## config.mk

```make
export PLATFORM = sky130hd
export DESIGN_NAME = loop_track_ctrl_flat
export DESIGN_NICKNAME = d
export VERILOG_FILES = /design/src/rtl/loop_track_ctrl_pkg.sv /design/src/rtl/loop_track_ctrl_if.sv /design/src/rtl/loop_track_ctrl_addr_ctr.sv /design/src/rtl/loop_track_ctrl.sv /design/src/flat_wrapper.sv
export SDC_FILE = /design/constraint.sdc
export NUM_CORES = 1
export LEC_CHECK = 0
export CORE_ASPECT_RATIO = 1.5
export CORE_UTILIZATION = 40
export DETAILED_ROUTE_END_ITERATION = 8
export SYNTH_ARGS = -nofsm -noshare
export SYNTH_HDL_FRONTEND = slang
export SYNTH_SLANG_ARGS = --single-unit
```

## constraint.sdc

```tcl
create_clock -name clk -period 8.4 [get_ports clk]
set_input_delay 1.26 -clock clk [delete_from_list [all_inputs] [get_ports clk]]
set_output_delay 1.26 -clock clk [all_outputs]
set_load 0.02 [all_outputs]
```

## src/rtl/loop_track_ctrl_pkg.sv

```systemverilog
// Shared types and helpers for the multi-track loop recorder controller.
package loop_pkg;

    typedef enum logic [1:0] {
        S_IDLE = 2'd0,
        S_REC1 = 2'd1,
        S_PLAY = 2'd2,
        S_ODUB = 2'd3
    } state_t;

    // Track-index width; never narrower than one bit so a single-track build still has a select line.
    function automatic int trk_w(input int n);
        return (n > 1) ? $clog2(n) : 1;
    endfunction

endpackage

```

## src/rtl/loop_track_ctrl_if.sv

```systemverilog
// Button/RAM-side signal bundle of the loop recorder controller.
interface loop_track_ctrl_if
    import loop_pkg::*;
#(
    parameter int NUM_TRACKS = 4,
    parameter int ADDR_W     = 14
);
    localparam int TRK_W = trk_w(NUM_TRACKS);

    logic                  sample_tick;
    logic                  rec_btn;
    logic                  play_btn;
    logic                  clear_btn;
    logic [TRK_W-1:0]      trk_sel;
    logic [ADDR_W-1:0]     addr;
    logic                  wr_en;
    logic [TRK_W-1:0]      wr_trk;
    logic                  rd_en;
    logic [NUM_TRACKS-1:0] trk_valid;
    logic [ADDR_W-1:0]     loop_end;
    logic                  len_valid;
    logic                  wrap;
    logic                  led_rec;
    logic                  led_play;

    modport master (
        output sample_tick, rec_btn, play_btn, clear_btn, trk_sel,
        input  addr, wr_en, wr_trk, rd_en, trk_valid, loop_end, len_valid,
               wrap, led_rec, led_play
    );

    modport slave (
        input  sample_tick, rec_btn, play_btn, clear_btn, trk_sel,
        output addr, wr_en, wr_trk, rd_en, trk_valid, loop_end, len_valid,
               wrap, led_rec, led_play
    );

endinterface

```

## src/rtl/loop_track_ctrl_addr_ctr.sv

```systemverilog
// Shared sample-address counter: free-running during the first take, wrapping at the loop end during playback.
module loop_addr_ctr #(
    parameter int ADDR_W = 14
) (
    input  logic              clk,
    input  logic              rst,
    input  logic              i_tick,
    input  logic              i_clr,
    input  logic              i_wrap_en,
    input  logic [ADDR_W-1:0] i_end,
    output logic [ADDR_W-1:0] o_addr,
    output logic              o_wrap
);

    logic [ADDR_W-1:0] r_addr;
    logic              w_at_end;

    assign w_at_end = (r_addr == i_end);
    assign o_wrap   = i_tick & i_wrap_en & w_at_end;
    assign o_addr   = r_addr;

    // Clear wins over stepping; without wrap enable the count rolls over naturally at all-ones.
    always_ff @(posedge clk or posedge rst) begin
        if (rst) begin
            r_addr <= {ADDR_W{1'b0}};
        end else if (i_clr) begin
            r_addr <= {ADDR_W{1'b0}};
        end else if (i_tick) begin
            if (i_wrap_en && w_at_end) begin
                r_addr <= {ADDR_W{1'b0}};
            end else begin
                r_addr <= r_addr + {{(ADDR_W-1){1'b0}}, 1'b1};
            end
        end
    end

endmodule

```

## src/rtl/loop_track_ctrl.sv

```systemverilog
// Multi-track loop recorder mode controller (rec / play / overdub / clear).
// Optional LOOP_QUANT_EN: overdub requested during playback starts at the next loop wrap.
module loop_track_ctrl
    import loop_pkg::*;
#(
    parameter int NUM_TRACKS = 4,
    parameter int ADDR_W     = 14
) (
    input  logic               clk,
    input  logic               rst,
    loop_track_ctrl_if.slave   bus
);

    localparam int TRK_W = trk_w(NUM_TRACKS);
    localparam logic [NUM_TRACKS-1:0] TRK_ONE = NUM_TRACKS'(1);

    state_t                r_state;
    logic [ADDR_W-1:0]     r_loop_end;
    logic                  r_len_valid;
    logic [NUM_TRACKS-1:0] r_trk_valid;
    logic [TRK_W-1:0]      r_wr_trk;
    logic                  r_led_rec;
    logic                  r_led_play;
`ifdef LOOP_QUANT_EN
    logic                  r_armed;
`endif

    logic                  w_tick;
    logic [ADDR_W-1:0]     w_addr;
    logic                  w_wrap;
    logic                  w_wrap_en;
    logic                  w_clr;
    logic                  w_rec1_done;
    logic [ADDR_W:0]       w_count;
    logic [ADDR_W:0]       w_last;
    logic [NUM_TRACKS-1:0] w_trk_bit;

    assign w_tick = bus.sample_tick;

    loop_addr_ctr #(.ADDR_W(ADDR_W)) u_addr_ctr (
        .clk       (clk),
        .rst       (rst),
        .i_tick    (w_tick),
        .i_clr     (w_clr),
        .i_wrap_en (w_wrap_en),
        .i_end     (r_loop_end),
        .o_addr    (w_addr),
        .o_wrap    (w_wrap)
    );

    // First-take close detection and address-clear conditions; a tick in the closing cycle still counts.
    always_comb begin
        w_wrap_en   = (r_state == S_PLAY) || (r_state == S_ODUB);
        w_count     = {1'b0, w_addr} + {{ADDR_W{1'b0}}, w_tick};
        w_last      = w_count - {{ADDR_W{1'b0}}, 1'b1};
        w_rec1_done = (r_state == S_REC1) &&
                      (bus.rec_btn || bus.play_btn ||
                       (w_tick && (w_addr == {ADDR_W{1'b1}})));
        w_trk_bit   = TRK_ONE << r_wr_trk;
        w_clr       = (r_state == S_IDLE) || w_rec1_done ||
                      (w_wrap_en && bus.play_btn);
    end

    assign bus.addr      = w_addr;
    assign bus.wr_en     = w_tick && ((r_state == S_REC1) || (r_state == S_ODUB));
    assign bus.rd_en     = w_tick && w_wrap_en;
    assign bus.wrap      = w_wrap;
    assign bus.wr_trk    = r_wr_trk;
    assign bus.trk_valid = r_trk_valid;
    assign bus.loop_end  = r_loop_end;
    assign bus.len_valid = r_len_valid;
    assign bus.led_rec   = r_led_rec;
    assign bus.led_play  = r_led_play;

    // Mode FSM with loop bookkeeping; LEDs are registered alongside the state they decode.
    always_ff @(posedge clk or posedge rst) begin
        if (rst) begin
            r_state     <= S_IDLE;
            r_loop_end  <= {ADDR_W{1'b0}};
            r_len_valid <= 1'b0;
            r_trk_valid <= {NUM_TRACKS{1'b0}};
            r_wr_trk    <= {TRK_W{1'b0}};
            r_led_rec   <= 1'b0;
            r_led_play  <= 1'b0;
`ifdef LOOP_QUANT_EN
            r_armed     <= 1'b0;
`endif
        end else begin
            case (r_state)
                S_IDLE: begin
                    if (bus.clear_btn) begin
                        r_len_valid <= 1'b0;
                        r_trk_valid <= {NUM_TRACKS{1'b0}};
                        r_loop_end  <= {ADDR_W{1'b0}};
                    end else if (bus.play_btn) begin
                        if (r_len_valid) begin
                            r_state    <= S_PLAY;
                            r_led_play <= 1'b1;
                        end
                    end else if (bus.rec_btn) begin
                        r_wr_trk   <= bus.trk_sel;
                        r_state    <= r_len_valid ? S_ODUB : S_REC1;
                        r_led_rec  <= 1'b1;
                        r_led_play <= r_len_valid;
                    end
                end
                S_REC1: begin
                    if (w_rec1_done) begin
                        r_led_rec <= 1'b0;
                        if (w_count == {(ADDR_W+1){1'b0}}) begin
                            r_state <= S_IDLE;
                        end else begin
                            r_loop_end  <= w_last[ADDR_W-1:0];
                            r_len_valid <= 1'b1;
                            r_trk_valid <= r_trk_valid | w_trk_bit;
                            r_state     <= S_PLAY;
                            r_led_play  <= 1'b1;
                        end
                    end
                end
                S_PLAY: begin
                    if (bus.play_btn) begin
                        r_state    <= S_IDLE;
                        r_led_play <= 1'b0;
`ifdef LOOP_QUANT_EN
                        r_armed    <= 1'b0;
                    end else if (bus.rec_btn) begin
                        r_armed  <= ~r_armed;
                        r_wr_trk <= bus.trk_sel;
                    end else if (r_armed && w_wrap) begin
                        r_armed   <= 1'b0;
                        r_state   <= S_ODUB;
                        r_led_rec <= 1'b1;
                    end
`else
                    end else if (bus.rec_btn) begin
                        r_wr_trk  <= bus.trk_sel;
                        r_state   <= S_ODUB;
                        r_led_rec <= 1'b1;
                    end
`endif
                end
                S_ODUB: begin
                    if (bus.play_btn) begin
                        r_trk_valid <= r_trk_valid | w_trk_bit;
                        r_state     <= S_IDLE;
                        r_led_rec   <= 1'b0;
                        r_led_play  <= 1'b0;
                    end else if (bus.rec_btn) begin
                        r_trk_valid <= r_trk_valid | w_trk_bit;
                        r_state     <= S_PLAY;
                        r_led_rec   <= 1'b0;
                    end
                end
                default: begin
                    r_state    <= S_IDLE;
                    r_led_rec  <= 1'b0;
                    r_led_play <= 1'b0;
                end
            endcase
        end
    end

endmodule

```

## src/flat_wrapper.sv

```systemverilog
// flat-port wrapper written by rule: the top's interface ports become plain ports
module loop_track_ctrl_flat import loop_pkg::*;
#(
    parameter int NUM_TRACKS = 4,
    parameter int ADDR_W     = 14
)
  (clk, rst, bus_sample_tick, bus_rec_btn, bus_play_btn, bus_clear_btn, bus_trk_sel, bus_addr, bus_wr_en, bus_wr_trk, bus_rd_en, bus_trk_valid, bus_loop_end, bus_len_valid, bus_wrap, bus_led_rec, bus_led_play);
  loop_track_ctrl_if #(.NUM_TRACKS(NUM_TRACKS), .ADDR_W(ADDR_W)) bus_i ();
  input  logic clk;
  input  logic rst;
  input wire logic [$bits(bus_i.sample_tick)-1:0] bus_sample_tick;
  input wire logic [$bits(bus_i.rec_btn)-1:0] bus_rec_btn;
  input wire logic [$bits(bus_i.play_btn)-1:0] bus_play_btn;
  input wire logic [$bits(bus_i.clear_btn)-1:0] bus_clear_btn;
  input wire logic [$bits(bus_i.trk_sel)-1:0] bus_trk_sel;
  output wire logic [$bits(bus_i.addr)-1:0] bus_addr;
  output wire logic [$bits(bus_i.wr_en)-1:0] bus_wr_en;
  output wire logic [$bits(bus_i.wr_trk)-1:0] bus_wr_trk;
  output wire logic [$bits(bus_i.rd_en)-1:0] bus_rd_en;
  output wire logic [$bits(bus_i.trk_valid)-1:0] bus_trk_valid;
  output wire logic [$bits(bus_i.loop_end)-1:0] bus_loop_end;
  output wire logic [$bits(bus_i.len_valid)-1:0] bus_len_valid;
  output wire logic [$bits(bus_i.wrap)-1:0] bus_wrap;
  output wire logic [$bits(bus_i.led_rec)-1:0] bus_led_rec;
  output wire logic [$bits(bus_i.led_play)-1:0] bus_led_play;
  assign bus_i.sample_tick = bus_sample_tick;
  assign bus_i.rec_btn = bus_rec_btn;
  assign bus_i.play_btn = bus_play_btn;
  assign bus_i.clear_btn = bus_clear_btn;
  assign bus_i.trk_sel = bus_trk_sel;
  assign bus_addr = bus_i.addr;
  assign bus_wr_en = bus_i.wr_en;
  assign bus_wr_trk = bus_i.wr_trk;
  assign bus_rd_en = bus_i.rd_en;
  assign bus_trk_valid = bus_i.trk_valid;
  assign bus_loop_end = bus_i.loop_end;
  assign bus_len_valid = bus_i.len_valid;
  assign bus_wrap = bus_i.wrap;
  assign bus_led_rec = bus_i.led_rec;
  assign bus_led_play = bus_i.led_play;
  loop_track_ctrl #(.NUM_TRACKS(NUM_TRACKS), .ADDR_W(ADDR_W)) u_core (.clk(clk), .rst(rst), .bus(bus_i));
endmodule
```

==> results.yml, run 1 <==
# implementation run metrics
cts:
  cts_buffers: 5
  clock_path_buffers: 2
  post-cts-setup-buffer-count: 0
placement:
  gp_congestion: 0.869
  numPlacedInstances: 409
  dpl_worst_slack_ps: 3530
  detailed_place_hpwl_mm: 5.67
yosys:
  synth_nets: 322
  yosys_warnings: 0
  fa_ha_area_share_pct: 2.25
  yosys-top-cells-count: "dfrtp_1 (39), xnor2_1 (26), nor2_1 (25)"
  yosysTopAreaCellShare_pct: 35.0
  ys_ff: 39
  synthArstFlopShare_pct: 100
  ys_sh_simple_pct: 22.3
  synth.most_common_cell: "dfrtp_1"
  synthTopLogicFamily: "simple AND/OR/NAND/NOR gates"
  synth_top_cell_by_area: "dfrtp_1"
cells_and_area:
  diodes: 0
floorplanning:
  fp_util_pct: 42.1
  die-area_um2: 7310
final_timing:
  slew_violations: 0
  tightestPinTransition_ps: 1080
  skew_ps: 9.56
  layout_setup_ws_ps: 3810
outcome:
  status: "completed"
critical_path:
  path_class: "in2reg"
  required_ps: 8580
  cp-end-kind: "flip-flop"
  path_max_fanout: 20
power_and_ir_drop:
  finalPower_mw: 0.681
  p_int_mw: 0.419
route:
  drt_iter0_drc: 112
  viasPerCell: 6.02
hold_path:
  min_path_type: "reg2reg"
grt:
  grt_pass1_wl_mm: 12.3
[run 1: layout make-up]
class | instances | area [µm²] | area share, %
well taps | 76 | 95.1 | 2.86
inverters | 8 | 30.0 | 0.903
clock buffers | 6 | 82.6 | 2.48
multi-input cells | 238 | 1660 | 49.9
repair buffers | 48 | 478 | 14.4
flip-flops and latches | 39 | 976 | 29.3
clock inverters | 1 | 5.00 | 0.150
[run 1: layout by cell type, fill, tap and decap left out, types with 3 or more instances in the layout]
cell / synthesis / layout
nor2_1: 25 / 25
clkbuf_8: 0 / 6
nand3b_1: 4 / 4
and2_1: 5 / 5
mux2_2: 3 / 3
and3_1: 3 / 3
xor2_1: 15 / 15
clkdlybuf4s50_1: 0 / 47
or3_1: 4 / 4
nand4_1: 9 / 9
o31ai_1: 3 / 3
o2111ai_1: 6 / 6
nand3_1: 11 / 11
a211oi_1: 4 / 4
xnor2_1: 26 / 26
or2_2: 3 / 3
nor3_1: 5 / 5
inv_1: 8 / 8
and4_1: 4 / 4
a31oi_1: 3 / 3
nor4_1: 5 / 5
o21ai_0: 10 / 10
nand2_1: 18 / 18
ha_1: 5 / 5
a21oi_1: 13 / 13
a22o_1: 12 / 12
nand2b_1: 3 / 3
o211ai_1: 8 / 8
dfrtp_1: 39 / 39
[run 1: sequential cells by signal, indices dropped and copies added (netlist names)]
name / cells
u_core.bus.led_play: 1
u_core.bus.led_rec: 1
u_core.bus.len_valid: 1
u_core.bus.loop_end: 14
u_core.bus.trk_valid: 4
u_core.bus.wr_trk: 2
u_core.r_state: 2
u_core.u_addr_ctr.o_addr: 14
[run 1: power by group through the flow]
| stage | Clock, mW | Sequential [mW] | Combinational [mW] |
|---|---|---|---|
| after CTS | 0.132 | 0.261 | 0.295 |
| after detailed placement | 0 | 0.265 | 0.294 |
| after global routing | 0.138 | 0.266 | 0.318 |
| final | 0.130 | 0.259 | 0.292 |
| after global placement | 0 | 0.264 | 0.291 |
| after floorplan | 0 | 0.287 | 0.161 |
[run 1: worst paths after layout]
kind | start | endpoint | slack (ps) | depth (start not counted)
max | bus_sample_tick | u_core.bus.loop_end[13] | 3810 | 9
min | u_core.bus.trk_valid[3] | u_core.bus.trk_valid[3] | 480 | 2
max in group asynchronous | rst | u_core.bus.loop_end[6] | 6660 | 3
min reg2reg | u_core.bus.trk_valid[3] | u_core.bus.trk_valid[3] | 480 | 2
max reg2reg | u_core.u_addr_ctr.o_addr[2] | u_core.u_addr_ctr.o_addr[10] | 5020 | 6
min in group asynchronous | rst | u_core.u_addr_ctr.o_addr[9] | 1380 | 3
[run 1: routing by layer]
layer	routed length (µm)	global-route usage (%)	up-vias
met4	184	8.86	0
met5	0	0	-
met1	2930	24.4	1229
met2	4070	38.7	66
met3	249	2.62	15
li1	-	-	1194
[run 1: worst max-delay path: stages]
cell and delay, ps:
clkdlybuf4s50_1 900, ha_1 260, ha_1 330, nand4_1 270
o31a_1 370, or4_4 520, nor3b_4 330, a21boi_2 240
a32o_1 290
[run 1: logic make-up after synthesis]
logic type	count (synthesis)
AND-OR/OR-AND	77
buffers and inverters	32
adder cells (fa/ha/maj)	5
XOR/XNOR	41
AND/OR/NAND/NOR	111
multiplexers	4
flip-flops	39
### The metal 1 layer, run 1

Scale bar: 20 µm.
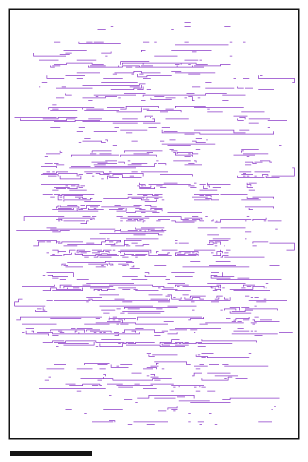
nets with wire on the layer: 307
share of all routed wire: 39%
longest straight run: 21.2 µm

### Met2 routing, run 1

Scale bar: 20 µm.
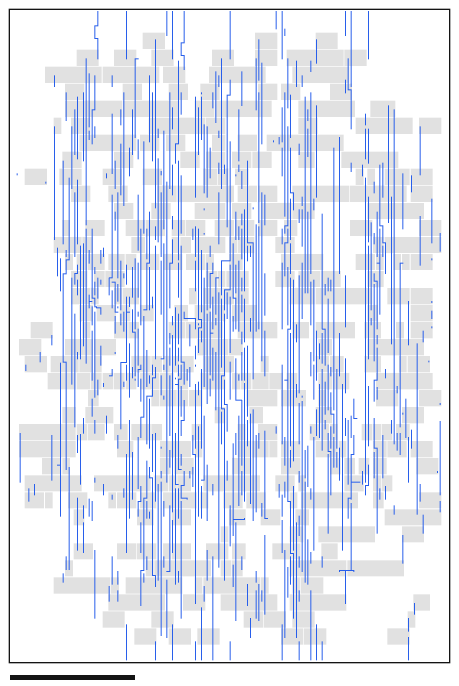
wire length on this layer: 4,070 µm
longest straight run: 53.4 µm
nets with wire on the layer: 305
share of all routed wire: 55%
main direction: vertical
grt met2 use: 38.7%
Vias: 2,504
WL final: 7.44 mm

### The metal 3 layer, run 1

Scale bar: 20 µm.
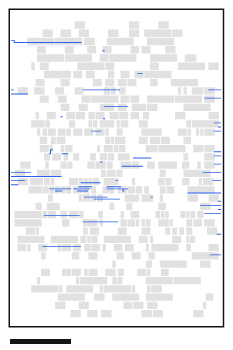
wire length on this layer: 250 µm
nets with wire on the layer: 40
main direction: horizontal
longest straight run: 22.1 µm

==> inputs of run 2 (changes only) <==
PLACE_DENSITY = 0.66   (was unset)
clock period = 3.71 ns   (was 8.4 ns; I/O delays follow)
==> results.yml, run 2 <==
# implementation run metrics
outcome:
  status: "completed"
critical_path:
  required_ps: 3890
  path_max_fanout: 14
  r2r_setup_slack_ps: 630
  r2r_cells: 9
  cp-end-kind: "flip-flop"
yosys:
  ys_ff: 39
  synth_nets: 322
  ys_sh_simple_pct: 22.3
  yosys-top-cells-count: "dfrtp_1 (39), xnor2_1 (26), nor2_1 (25)"
  synth.most_common_cell: "dfrtp_1"
  synthTopLogicFamily: "simple AND/OR/NAND/NOR gates"
  yosys_warnings: 0
  synthArstFlopShare_pct: 100
cells_and_area:
  syn2layout_area_growth_pct: 23.2
  diodes: 0
  drive_gt1_share_pct: 9.12
  most-common-layout-cells: "clkdlybuf4s50_1 (47), dfrtp_1 (39), xnor2_1 (26)"
route:
  via_count: 2563
  drt_wl_total_mm: 8.00
  drt_iter0_drc: 116
  viasPerCell: 6.00
cts:
  post-cts-setup-buffer-count: 0
  cts_buffers: 5
final_timing:
  layout_setup_ws_ps: 467
grt:
  grt_pass1_wl_mm: 13.3
hold_path:
  min_path_type: "reg2reg"
floorplanning:
  die-area_um2: 7310
placement:
  gp_congestion: 0.915
## run 2: per-layer routing
layer  global-route usage (%)  vias to the layer above  part of all wire [%]
li1                         -                     1215                     -
met5                        0                        -                     0
met1                     25.8                     1254                    39
met3                     3.00                       23                   3.0
met2                     43.1                       71                    54
met4                     8.57                        0                   3.5
## run 2: layout make-up
class | count | area [µm²] | share of cell area (%)
multi-input cells | 238 | 1660 | 48.4
well taps | 76 | 95.1 | 2.77
flip-flops and latches | 39 | 976 | 28.4
repair buffers | 58 | 553 | 16.1
clock buffers | 6 | 82.6 | 2.41
inverters | 8 | 30.0 | 0.875
clock inverters | 2 | 35.0 | 1.02
## run 2: final timing paths
path                                             startpoint                          end
max in group asynchronous                               rst      u_core.bus.loop_end[12]
min in group asynchronous                               rst  u_core.u_addr_ctr.o_addr[9]
worst min register to register      u_core.bus.trk_valid[1]      u_core.bus.trk_valid[1]
worst max register to register  u_core.u_addr_ctr.o_addr[0]      u_core.bus.loop_end[13]
worst min-delay path                u_core.bus.trk_valid[1]      u_core.bus.trk_valid[1]
worst max-delay path                        bus_sample_tick      u_core.bus.loop_end[13]
## run 2: cell families after synthesis
logic type	Yosys count
AOI/OAI and AO/OA	77
xor gates and xnor gates	41
adders and majority gates	5
buffers and inverters	32
DFF	39
muxes	4
and+or+nand+nor	111
## run 2: worst max-delay path: stages
cell and delay (ps):
clkdlybuf4s50_1 450, ha_1 200, ha_1 200, buf_4 170
nor3_1 350, nand3b_1 220, a211oi_1 360, nor3b_4 380
a21boi_2 240, a32o_1 290
## run 2: report_power, final
part | leakage (nW) | switching, mW | total [mW] | internal (mW)
Sequential | 0.529 | 0.0922 | 0.589 | 0.497
Combinational | 0.784 | 0.362 | 0.681 | 0.319
Clock | 0.0612 | 0.158 | 0.376 | 0.218
### Routing congestion, run 2

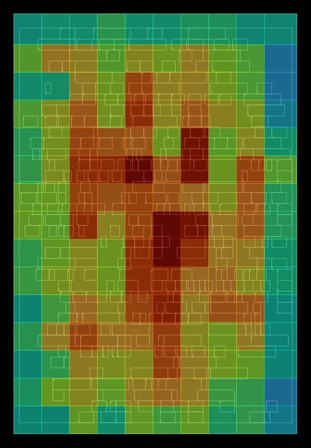
met3 Usage GRT: 3.00%
Total GRT Usage: 23.0%
wire per inst: 18.7 µm
met1 usage: 25.8%

### Met2 routing, run 2

Scale bar: 20 µm.
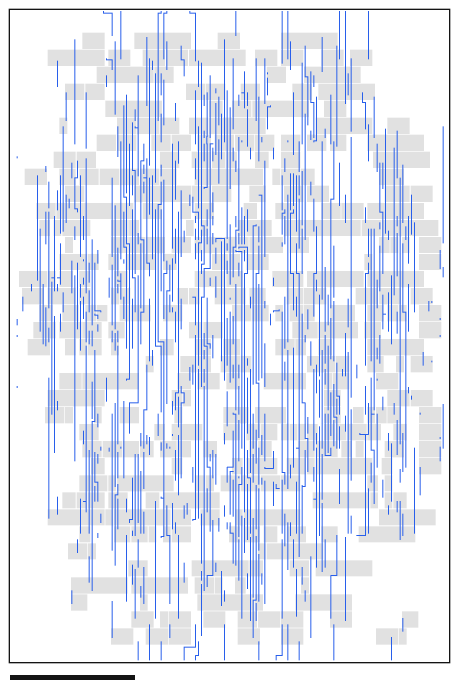
nets with wire on the layer: 316
main direction: vertical
wire length on this layer: 4,340 µm
share of all routed wire: 54%

==> inputs of run 3 (changes only) <==
SETUP_SLACK_MARGIN = 0.4   (was unset)
==> results.yml, run 3 <==
# implementation run metrics
grt:
  grt_pass1_wl_mm: 13.3
  grt_usage_pct: 23.0
critical_path:
  critPathSlowestCell: "clkdlybuf4s50_1"
  cp-end-kind: "flip-flop"
  required_ps: 3890
  slowest_delay_ps: 450
  path_max_fanout: 14
  path_class: "in2reg"
cells_and_area:
  most-common-layout-cells: "clkdlybuf4s50_1 (47), dfrtp_1 (39), xnor2_1 (26)"
  final_common_cell: "clkdlybuf4s50_1"
  syn2layout_area_growth_pct: 23.6
  drive_gt1_share_pct: 9.66
cts:
  clock_path_buffers: 2
  cts_buffers: 5
yosys:
  synth.most_common_cell: "dfrtp_1"
  synth_top_cell_by_area: "dfrtp_1"
  ys_ff: 39
  yosysTopAreaCellShare_pct: 35.0
  synth_nets: 322
  yosys_warnings: 0
outcome:
  status: "completed"
hold_path:
  min_path_type: "reg2reg"
route:
  drt_wl_total_mm: 8.03
  drt_iter0_drc: 113
  via_count: 2571
placement:
  gp_congestion: 0.915
  detailed_place_hpwl_mm: 6.00
final_timing:
  slew_violations: 0
  skew_ps: 7.84
floorplanning:
  fp_util_pct: 42.1
==> run 3: cell count changes in the layout (fill, tap and decap cells not counted), sizes merged <==
| cell | change |
|---|---|
| buf | +1 |
==> run 3: path summary, 6_finish.rpt <==
check / start / end / slack [ps] / depth (start not counted)
max in group asynchronous: rst / u_core.bus.loop_end[12] / 2640 / 3
min in group asynchronous: rst / u_core.u_addr_ctr.o_addr[9] / 680 / 3
worst max-delay path: bus_sample_tick / u_core.bus.loop_end[13] / 550 / 11
worst max register to register: u_core.u_addr_ctr.o_addr[3] / u_core.bus.loop_end[13] / 690 / 6
worst min-delay path: u_core.bus.trk_valid[1] / u_core.bus.trk_valid[1] / 480 / 2
worst min register to register: u_core.bus.trk_valid[1] / u_core.bus.trk_valid[1] / 480 / 2
==> run 3: cell families after synthesis <==
logic type	after synthesis	share of synthesized area [%]
and+or+nand+nor	111	22.3
AOI/OAI and AO/OA	77	20.6
xor gates and xnor gates	41	12.9
DFF	39	35.0
buffers and inverters	32	5.39
adders and majority gates	5	2.25
muxes	4	1.57
==> run 3: layout make-up <==
| cell class | instances | area [µm²] |
|---|---|---|
| clock buffer | 6 | 82.6 |
| clock inverter | 2 | 35.0 |
| fill | 625 | 3180 |
| inverter | 8 | 30.0 |
| multi-input combinational | 238 | 1660 |
| sequential | 39 | 976 |
| tap | 76 | 95.1 |
| timing repair buffer | 59 | 561 |
==> run 3: power breakdown <==
part / total, mW / switching (mW) / internal (mW)
logic: 0.685 / 0.362 / 0.323
clock network: 0.378 / 0.160 / 0.218
registers: 0.588 / 0.0914 / 0.497
==> run 3: stage by stage <==
stage / cells / total power [mW] / setup WS, ps
CTS: 427 / 1.66 / 478
finish: 428 / 1.65 / 553
detailed placement: 419 / 1.28 / 174
floorplan: 309 / 1.01 / 836
global placement: 419 / 1.27 / 276
global route: 428 / 1.75 / 360
==> run 3: what timing repair did <==
| action | CTS | global route |
|---|---|---|
| hold buffers | 0 | 0 |
| endpoints found under the setup margin | 0 | 14 |
| setup buffers | 0 | 1 |
| gates resized | 0 | 1 |
==> run 3: per-layer routing <==
metal	up-vias	track usage, %	wire [µm]
li1	1217	-	-
met1	1262	25.8	3190
met2	72	43.1	4420
met3	20	3.00	206
met4	0	8.57	213
met5	-	0	0
==> run 3: critical path, delay by kind of cell <==
family	cells	cell delay, ps
and+or+nand+nor	2	460
AOI/OAI and AO/OA	4	1130
buffers and inverters	2	520
adders and majority gates	3	670
### Routing congestion, run 3

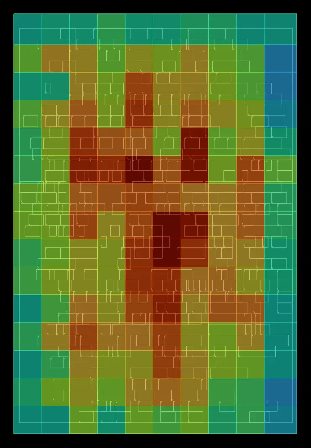
busiest grt layer: met2
Util after Layout: 52.0%
grt met2 use: 43.1%
wire per inst: 18.8 µm

### The metal 1 layer, run 3

Scale bar: 20 µm.
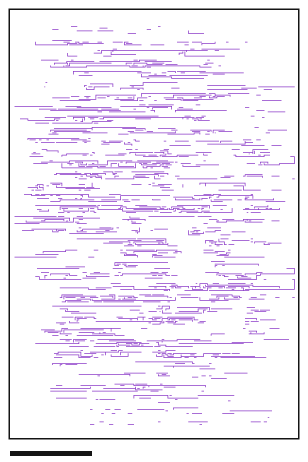
wire length on this layer: 3,190 µm
main direction: horizontal


==> gallery <==
Metal 4.
Scale bar: 20 µm.
panel A
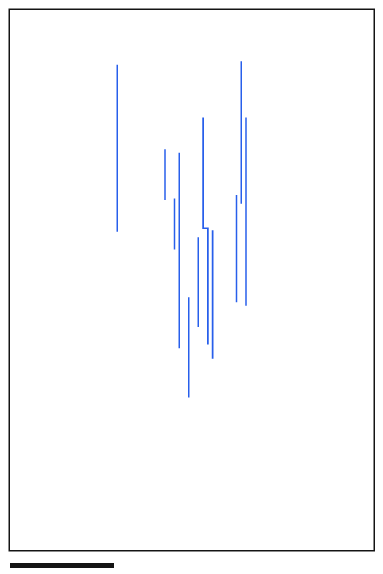
panel B
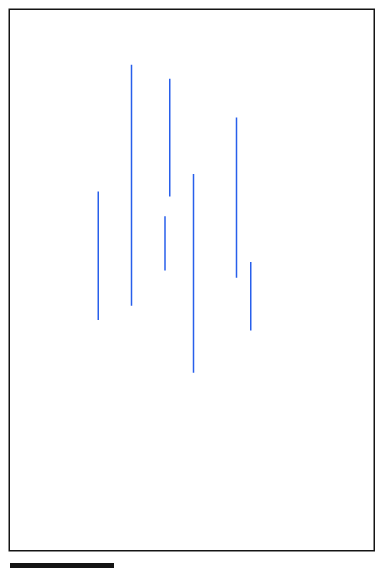
Panel B comes from run 1.
Panel A comes from run 2.

Key to panel A:
wire length on this layer: 277 µm
main direction: vertical
nets with wire on the layer: 11

Power is estimated from default activity; no workload was simulated.
